File: src/rtl/mem_access.sv
// ---------------------------------------------------------------------------
// mem_access -- memory-stage load/store/atomic unit with a simple req/gnt bus
//
// Accepts one memory operation from the pipeline's memory stage. It drives a
// request onto a lane-based bus, collects the read response, extends the
// loaded value, and pulses done_M when the operation retires. Misaligned
// accesses and unsupported atomics are rejected with a one-cycle fault pulse
// and never reach the bus.
//
// Configuration macro: MEM_ACCESS_ATOMIC_EN
//   defined   : atomic read-modify-write path present (AMO_WR state); amoOp_M
//               codes 101..111 raise illegal_M.
//   undefined : no atomic path; any amo_M request raises illegal_M.
//
// Ports
//   clk, rst_n          clock, asynchronous active-low reset
//   valid_M             memory-stage operation present
//   memRead_M/memWrite_M/amo_M   load / store / atomic (one-hot or none)
//   size_M              00 byte, 01 half, 10 word, 11 double
//   unsigned_M          zero-extend (1) or sign-extend (0) load data
//   amoOp_M             000 swap, 001 add, 010 and, 011 or, 100 xor
//   aluResult_M         byte address
//   writeData_M         store / AMO source operand
//   stall_M             hold upstream pipeline registers
//   readData_M          extended load data or AMO old value (valid with done_M)
//   done_M              one-cycle retire pulse
//   misaligned_M        one-cycle misalignment fault pulse
//   illegal_M           one-cycle unsupported-operation fault pulse
//   bus_req, bus_we     bus request / write enable
//   bus_addr            address aligned down to the bus width
//   bus_wdata, bus_wstrb lane-shifted write data and byte strobes
//   bus_gnt             bus accepts the request this cycle
//   bus_rvalid, bus_rdata read response
// ---------------------------------------------------------------------------
module mem_access #(
    parameter int N = 64
) (
    input  logic           clk,
    input  logic           rst_n,
    input  logic           valid_M,
    input  logic           memRead_M,
    input  logic           memWrite_M,
    input  logic           amo_M,
    input  logic [1:0]     size_M,
    input  logic           unsigned_M,
    input  logic [2:0]     amoOp_M,
    input  logic [N-1:0]   aluResult_M,
    input  logic [N-1:0]   writeData_M,
    output logic           stall_M,
    output logic [N-1:0]   readData_M,
    output logic           done_M,
    output logic           misaligned_M,
    output logic           illegal_M,
    output logic           bus_req,
    output logic           bus_we,
    output logic [N-1:0]   bus_addr,
    output logic [N-1:0]   bus_wdata,
    output logic [N/8-1:0] bus_wstrb,
    input  logic           bus_gnt,
    input  logic           bus_rvalid,
    input  logic [N-1:0]   bus_rdata
);

    localparam int LANES = N / 8;
    localparam int OFF_W = $clog2(LANES);

    typedef enum logic [2:0] {
        ST_IDLE    = 3'd0,
        ST_RD_REQ  = 3'd1,
        ST_RD_WAIT = 3'd2,
`ifdef MEM_ACCESS_ATOMIC_EN
        ST_WR_REQ  = 3'd3,
        ST_AMO_WR  = 3'd4
`else
        ST_WR_REQ  = 3'd3
`endif
    } state_t;

    // -----------------------------------------------------------------------
    // Helpers
    // -----------------------------------------------------------------------
    // Mask of the low bits that belong to an access of the given size.
    function automatic logic [N-1:0] size_mask(input logic [1:0] size);
        logic [N-1:0] m;
        case (size)
            2'b00:   m = {{(N-8){1'b0}}, 8'hFF};
            2'b01:   m = {{(N-16){1'b0}}, 16'hFFFF};
            2'b10:   m = {{(N-32){1'b0}}, 32'hFFFF_FFFF};
            default: m = {N{1'b1}};
        endcase
        return m;
    endfunction

    // Address low bits that must be zero for a naturally aligned access.
    function automatic logic [OFF_W-1:0] align_mask(input logic [1:0] size);
        logic [OFF_W-1:0] m;
        m = {OFF_W{1'b0}};
        case (size)
            2'b00:   m = {OFF_W{1'b0}};
            2'b01:   m[0] = 1'b1;
            2'b10:   m[1:0] = 2'b11;
            default: m[2:0] = 3'b111;
        endcase
        return m;
    endfunction

    // Byte strobes: 2^size contiguous lanes starting at the byte offset.
    function automatic logic [LANES-1:0] lane_strb(input logic [1:0] size,
                                                   input logic [OFF_W-1:0] off);
        logic [LANES-1:0] s;
        case (size)
            2'b00:   s = {{(LANES-1){1'b0}}, 1'b1};
            2'b01:   s = {{(LANES-2){1'b0}}, 2'b11};
            2'b10:   s = {{(LANES-4){1'b0}}, 4'hF};
            default: s = {LANES{1'b1}};
        endcase
        return s << off;
    endfunction

    // Trim the operand to the access size and move it onto its byte lanes.
    function automatic logic [N-1:0] lane_data(input logic [N-1:0] data,
                                               input logic [1:0] size,
                                               input logic [OFF_W-1:0] off);
        return (data & size_mask(size)) << {off, 3'b000};
    endfunction

    // Pull the addressed lanes down to bit 0 and sign/zero extend.
    function automatic logic [N-1:0] extract(input logic [N-1:0] rdata,
                                             input logic [1:0] size,
                                             input logic [OFF_W-1:0] off,
                                             input logic uns);
        logic [N-1:0] raw;
        logic [N-1:0] e;
        logic         sgn;
        raw = rdata >> {off, 3'b000};
        sgn = ~uns;
        case (size)
            2'b00:   e = {{(N-8){raw[7] & sgn}}, raw[7:0]};
            2'b01:   e = {{(N-16){raw[15] & sgn}}, raw[15:0]};
            2'b10:   e = {{(N-32){raw[31] & sgn}}, raw[31:0]};
            default: e = raw;
        endcase
        return e;
    endfunction

`ifdef MEM_ACCESS_ATOMIC_EN
    // Atomic update; masking to the access size gives word ops their mod-2^32 wrap.
    function automatic logic [N-1:0] amo_calc(input logic [2:0] op,
                                              input logic [N-1:0] old_v,
                                              input logic [N-1:0] src,
                                              input logic [1:0] size);
        logic [N-1:0] r;
        case (op)
            3'b000:  r = src;
            3'b001:  r = old_v + src;
            3'b010:  r = old_v & src;
            3'b011:  r = old_v | src;
            3'b100:  r = old_v ^ src;
            default: r = src;
        endcase
        return r & size_mask(size);
    endfunction
`endif

    // -----------------------------------------------------------------------
    // State and latched operands
    // -----------------------------------------------------------------------
    state_t           r_state, w_state_n;
    logic [N-1:0]     r_addr, w_addr_n;
    logic [N-1:0]     r_wdata, w_wdata_n;
    logic [1:0]       r_size, w_size_n;
    logic             r_uns, w_uns_n;
`ifdef MEM_ACCESS_ATOMIC_EN
    logic [2:0]       r_op, w_op_n;
    logic             r_is_amo, w_is_amo_n;
`endif
    logic [N-1:0]     r_read_data, w_read_data_n;
    logic             r_done, w_done_n;
    logic             r_misal, w_misal_n;
    logic             r_illegal, w_illegal_n;
    logic             r_bus_req, w_bus_req_n;
    logic             r_bus_we, w_bus_we_n;
    logic [N-1:0]     r_bus_addr, w_bus_addr_n;
    logic [N-1:0]     r_bus_wdata, w_bus_wdata_n;
    logic [LANES-1:0] r_bus_wstrb, w_bus_wstrb_n;

    // -----------------------------------------------------------------------
    // Request decode in IDLE
    // -----------------------------------------------------------------------
    logic             w_any_op;
    logic             w_block;
    logic             w_take;
    logic             w_nop;
    logic             w_illegal_op;
    logic             w_misal_op;
    logic [OFF_W-1:0] w_off;
    logic [N-1:0]     w_aligned;
    logic [OFF_W-1:0] w_r_off;
    logic [N-1:0]     w_raw_lane;

    assign w_any_op  = memRead_M | memWrite_M | amo_M;
    // The cycle carrying a done/fault pulse still shows the retiring operation
    // on the inputs (the pipeline advances at its end), so it must not restart.
    assign w_block   = r_done | r_misal | r_illegal;
    assign w_take    = (r_state == ST_IDLE) & valid_M & w_any_op & ~w_block;
    assign w_nop     = (r_state == ST_IDLE) & valid_M & ~w_any_op & ~w_block;
    assign w_off     = aluResult_M[OFF_W-1:0];
    assign w_aligned = {aluResult_M[N-1:OFF_W], {OFF_W{1'b0}}};
    assign w_r_off   = r_addr[OFF_W-1:0];
    assign w_raw_lane = bus_rdata >> {w_r_off, 3'b000};

`ifdef MEM_ACCESS_ATOMIC_EN
    assign w_illegal_op = amo_M & (amoOp_M > 3'b100);
    assign w_misal_op   = (|(w_off & align_mask(size_M))) | (amo_M & ~size_M[1]);
`else
    logic w_unused_amo;
    assign w_unused_amo = ^{amoOp_M, w_raw_lane};
    assign w_illegal_op = amo_M;
    assign w_misal_op   = |(w_off & align_mask(size_M));
`endif

    // Next-state and next-output logic of the access FSM.
    always_comb begin
        w_state_n     = r_state;
        w_addr_n      = r_addr;
        w_wdata_n     = r_wdata;
        w_size_n      = r_size;
        w_uns_n       = r_uns;
`ifdef MEM_ACCESS_ATOMIC_EN
        w_op_n        = r_op;
        w_is_amo_n    = r_is_amo;
`endif
        w_read_data_n = r_read_data;
        w_done_n      = 1'b0;
        w_misal_n     = 1'b0;
        w_illegal_n   = 1'b0;
        w_bus_req_n   = r_bus_req;
        w_bus_we_n    = r_bus_we;
        w_bus_addr_n  = r_bus_addr;
        w_bus_wdata_n = r_bus_wdata;
        w_bus_wstrb_n = r_bus_wstrb;

        case (r_state)
            ST_IDLE: begin
                if (w_take) begin
                    if (w_illegal_op) begin
                        w_illegal_n = 1'b1;
                    end else if (w_misal_op) begin
                        w_misal_n = 1'b1;
                    end else begin
                        w_addr_n     = aluResult_M;
                        w_wdata_n    = writeData_M;
                        w_size_n     = size_M;
                        w_uns_n      = unsigned_M;
`ifdef MEM_ACCESS_ATOMIC_EN
                        w_op_n       = amoOp_M;
                        w_is_amo_n   = amo_M;
`endif
                        w_bus_req_n  = 1'b1;
                        w_bus_addr_n = w_aligned;
                        if (memWrite_M) begin
                            w_state_n     = ST_WR_REQ;
                            w_bus_we_n    = 1'b1;
                            w_bus_wstrb_n = lane_strb(size_M, w_off);
                            w_bus_wdata_n = lane_data(writeData_M, size_M, w_off);
                        end else begin
                            // Loads and atomics both start with a read.
                            w_state_n     = ST_RD_REQ;
                            w_bus_we_n    = 1'b0;
                            w_bus_wstrb_n = {LANES{1'b0}};
                            w_bus_wdata_n = {N{1'b0}};
                        end
                    end
                end else begin
                    w_state_n = ST_IDLE;
                end
            end

            ST_RD_REQ: begin
                if (bus_gnt) begin
                    w_state_n   = ST_RD_WAIT;
                    w_bus_req_n = 1'b0;
                end else begin
                    w_state_n = ST_RD_REQ;
                end
            end

            ST_RD_WAIT: begin
                if (bus_rvalid) begin
                    w_read_data_n = extract(bus_rdata, r_size, w_r_off, r_uns);
`ifdef MEM_ACCESS_ATOMIC_EN
                    if (r_is_amo) begin
                        w_state_n     = ST_AMO_WR;
                        w_bus_req_n   = 1'b1;
                        w_bus_we_n    = 1'b1;
                        w_bus_addr_n  = {r_addr[N-1:OFF_W], {OFF_W{1'b0}}};
                        w_bus_wstrb_n = lane_strb(r_size, w_r_off);
                        w_bus_wdata_n = lane_data(amo_calc(r_op, w_raw_lane, r_wdata, r_size),
                                                  r_size, w_r_off);
                    end else begin
                        w_state_n = ST_IDLE;
                        w_done_n  = 1'b1;
                    end
`else
                    w_state_n = ST_IDLE;
                    w_done_n  = 1'b1;
`endif
                end else begin
                    w_state_n = ST_RD_WAIT;
                end
            end

`ifdef MEM_ACCESS_ATOMIC_EN
            ST_AMO_WR,
`endif
            ST_WR_REQ: begin
                if (bus_gnt) begin
                    w_state_n     = ST_IDLE;
                    w_done_n      = 1'b1;
                    w_bus_req_n   = 1'b0;
                    w_bus_we_n    = 1'b0;
                    w_bus_addr_n  = {N{1'b0}};
                    w_bus_wdata_n = {N{1'b0}};
                    w_bus_wstrb_n = {LANES{1'b0}};
                end else begin
                    w_state_n = r_state;
                end
            end

            default: begin
                w_state_n     = ST_IDLE;
                w_bus_req_n   = 1'b0;
                w_bus_we_n    = 1'b0;
                w_bus_addr_n  = {N{1'b0}};
                w_bus_wdata_n = {N{1'b0}};
                w_bus_wstrb_n = {LANES{1'b0}};
            end
        endcase
    end

    // State, operand and output registers.
    always_ff @(posedge clk or negedge rst_n) begin
        if (!rst_n) begin
            r_state     <= ST_IDLE;
            r_addr      <= {N{1'b0}};
            r_wdata     <= {N{1'b0}};
            r_size      <= 2'b00;
            r_uns       <= 1'b0;
`ifdef MEM_ACCESS_ATOMIC_EN
            r_op        <= 3'b000;
            r_is_amo    <= 1'b0;
`endif
            r_read_data <= {N{1'b0}};
            r_done      <= 1'b0;
            r_misal     <= 1'b0;
            r_illegal   <= 1'b0;
            r_bus_req   <= 1'b0;
            r_bus_we    <= 1'b0;
            r_bus_addr  <= {N{1'b0}};
            r_bus_wdata <= {N{1'b0}};
            r_bus_wstrb <= {LANES{1'b0}};
        end else begin
            r_state     <= w_state_n;
            r_addr      <= w_addr_n;
            r_wdata     <= w_wdata_n;
            r_size      <= w_size_n;
            r_uns       <= w_uns_n;
`ifdef MEM_ACCESS_ATOMIC_EN
            r_op        <= w_op_n;
            r_is_amo    <= w_is_amo_n;
`endif
            r_read_data <= w_read_data_n;
            r_done      <= w_done_n;
            r_misal     <= w_misal_n;
            r_illegal   <= w_illegal_n;
            r_bus_req   <= w_bus_req_n;
            r_bus_we    <= w_bus_we_n;
            r_bus_addr  <= w_bus_addr_n;
            r_bus_wdata <= w_bus_wdata_n;
            r_bus_wstrb <= w_bus_wstrb_n;
        end
    end

    // A valid cycle with no memory operation retires immediately; everything
    // else retires from the registered pulse.
    assign done_M       = r_done | w_nop;
    assign stall_M      = (r_state != ST_IDLE) | w_take;
    assign readData_M   = r_read_data;
    assign misaligned_M = r_misal;
    assign illegal_M    = r_illegal;
    assign bus_req      = r_bus_req;
    assign bus_we       = r_bus_we;
    assign bus_addr     = r_bus_addr;
    assign bus_wdata    = r_bus_wdata;
    assign bus_wstrb    = r_bus_wstrb;

endmodule

File: config.mk
export PLATFORM = sky130hd
export DESIGN_NAME = mem_access
export DESIGN_NICKNAME = d
export VERILOG_FILES = /design/src/rtl/mem_access.sv
export SDC_FILE = /design/constraint.sdc
export NUM_CORES = 1
export LEC_CHECK = 0
export CAP_MARGIN = 20
export CORE_ASPECT_RATIO = 1.2
export CORE_MARGIN = 5
export CORE_UTILIZATION = 27
export DETAILED_ROUTE_END_ITERATION = 16
export GPL_TIMING_DRIVEN = 0
export SYNTH_ARGS = -nofsm -noshare
export SYNTH_HDL_FRONTEND = slang
export SYNTH_SLANG_ARGS = --single-unit
File: constraint.sdc
create_clock -name clk -period 2.5 [get_ports clk]
set_input_delay 0.5 -clock clk [delete_from_list [all_inputs] [get_ports clk]]
set_output_delay 0.5 -clock clk [all_outputs]
set_load 0.03 [all_outputs]
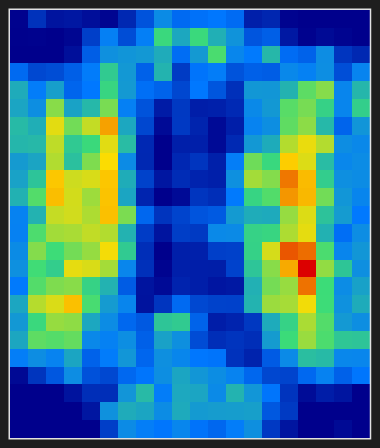
(signal metal coverage by tile)
20 x 24 tiles, from dark blue (low) to red (high), scaled to the fullest tile. Values are wire area over tile area, all layers added.
20% of the tiles are over half the peak. The emptiest ninth of the die: centre. 9.0% of the tiles are nearly empty. The mean over all tiles is 0.21. The fullest tile reaches 0.67.
GRT Util Overall: 0.238
final wirelength: 59.2 mm
DR WL/cell: 25.8 um
vias post-DR: 12100

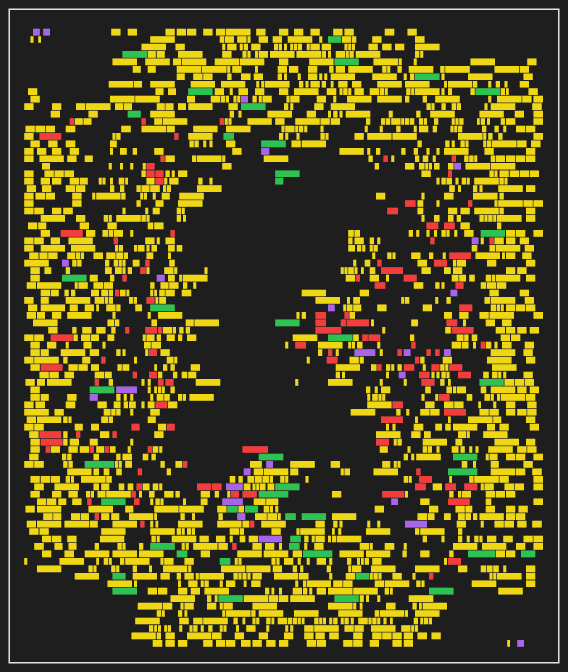
(cells by drive strength)
Yellow shows x1 and smaller, cells 1558, share 89%, most used clkdlybuf4s50_1. Green shows x6 and larger, cells 44, share 2.5%, most used clkbuf_16. Red shows x2, cells 115, share 6.6%, most used buf_2. Purple shows x3 and x4, cells 25, share 1.4%, most used buf_4.
design area: 17500 um2
Non-clock buffers: 523

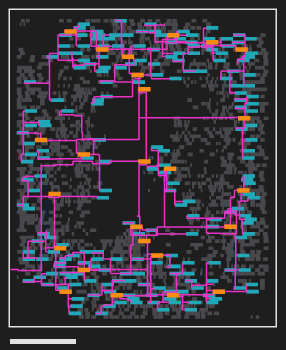
(clock network drawn from the DEF)
Scale bar: 50 um.
Cyan shows flip-flops, count 210. Orange shows clock-net drivers, count 25. Magenta shows clock wires, length 3490 um.
There are 26 routed clock nets. Position of the flops: all over the die.
Late-Pin Clk Latency: 0.55 ns
Clock Power: 0.00395 W
clock power share: 0.189

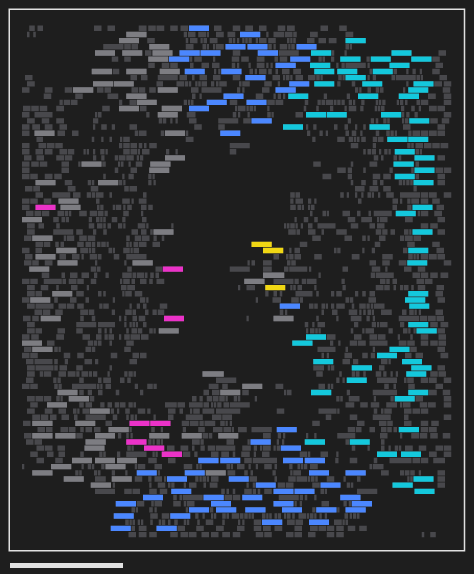
(register map, names as in the netlist)
Scale bar: 50 um.
Cyan shows `readData_M`, flops 64, where a vertical strip on the right. Magenta shows `bus_wstrb`, flops 8. Blue shows `bus_addr`, flops 61. Yellow shows `r_addr`, flops 3.
Another 74 sequential cells are not coloured.
flop share of the area: 0.300
final core utilization: 0.409
sequential group power: 0.00522 W
Sequential Area: 5260 um2

==> impl_metrics.env <==
# source this file to load flow results
export IMPL_status="complete, no violations"
export IMPL_top_cell="nand2_1"
export IMPL_min_to="bus_wstrb[0]$_DFFE_PN0P_"
export IMPL_required_ns=2.92
export IMPL_ys_cells=1289
export IMPL_clockRootBuffer="clkbuf_16"
export IMPL_place_congestion=0.957
export IMPL_pre_cts_slack_ns=-0.962
export IMPL_numSynthFlops=210
export IMPL_log_warning_count=36
export IMPL_comb_cells=958
export IMPL_synth_top_area_share=0.450
export IMPL_powerDensity_nw_per_um2=1190
export IMPL_worstSetupPathType="flip-flop to flip-flop"
export IMPL_comb_area_um2=6000
export IMPL_final_cells=2294
export IMPL_insertedDiodeCount=0
export IMPL_avgSynthCellArea_um2=9.07
export IMPL_min_path_cells=3
export IMPL_path_clk_slew_ns=0.06
export IMPL_hp_start="aluResult_M[2]"
export IMPL_drtIter0Drc=836
export IMPL_seq_cells=210
export IMPL_synth_cell_types=55
export IMPL_ys_sh_simple=0.149
export IMPL_viasPerCell=5.27
export IMPL_fin_crit_sh=0.970
export IMPL_yosysTopAreaCell="dfrtp_1"
export IMPL_final_nets=1935
export IMPL_cp_num_buf_inv=3
export IMPL_port_buffers=403
export IMPL_xor_share=0
export IMPL_finalSetupTns_ns=0
export IMPL_r2r_cells=7
export IMPL_edf_count=0
export IMPL_cts_sinks=210
export IMPL_finalCriticalPeriod_ns=2.42
export IMPL_peakVddDrop_mv=0.777
export IMPL_crit_family="buffers and inverters"
export IMPL_ys_sh_mux=0.126
export IMPL_drcViolationCount=0
export IMPL_taps=552
export IMPL_drv_slew=0
export IMPL_worstSetupStartpointType="flip-flop"
export IMPL_die_w_um=200
export IMPL_numCtsBuffers=25
export IMPL_coreArea_um2=42800
[repair_timing]
action	in CTS	in global routing
pin swaps	1	0
gates resized	33	44
setup endpoints to repair	184	101
hold endpoints to repair	16	0
buffers inserted	2	2
hold buffers	1	0
[metal layers]
metal  wire length (um)  track usage
met3               4320       0.0455
met4               3380        0.119
met5                  0            0
met2              29600        0.416
met1              22000        0.276
[placed cells by master (no fill, tap or decap), types with 19 or more instances in the layout]
cell type and instances:
a21oi_1 99, buf_2 26, nor2_1 89, clkbuf_16 25, o22ai_1 20, a22o_1 50, o21ai_1 56, clkbuf_1 52
nand2_1 244, clkdlybuf4s50_1 400, clkbuf_2 19, dfrtp_1 208, o21ai_0 90, mux2i_1 88
Power figures rest on the tool's default switching activity, not on a simulated workload.
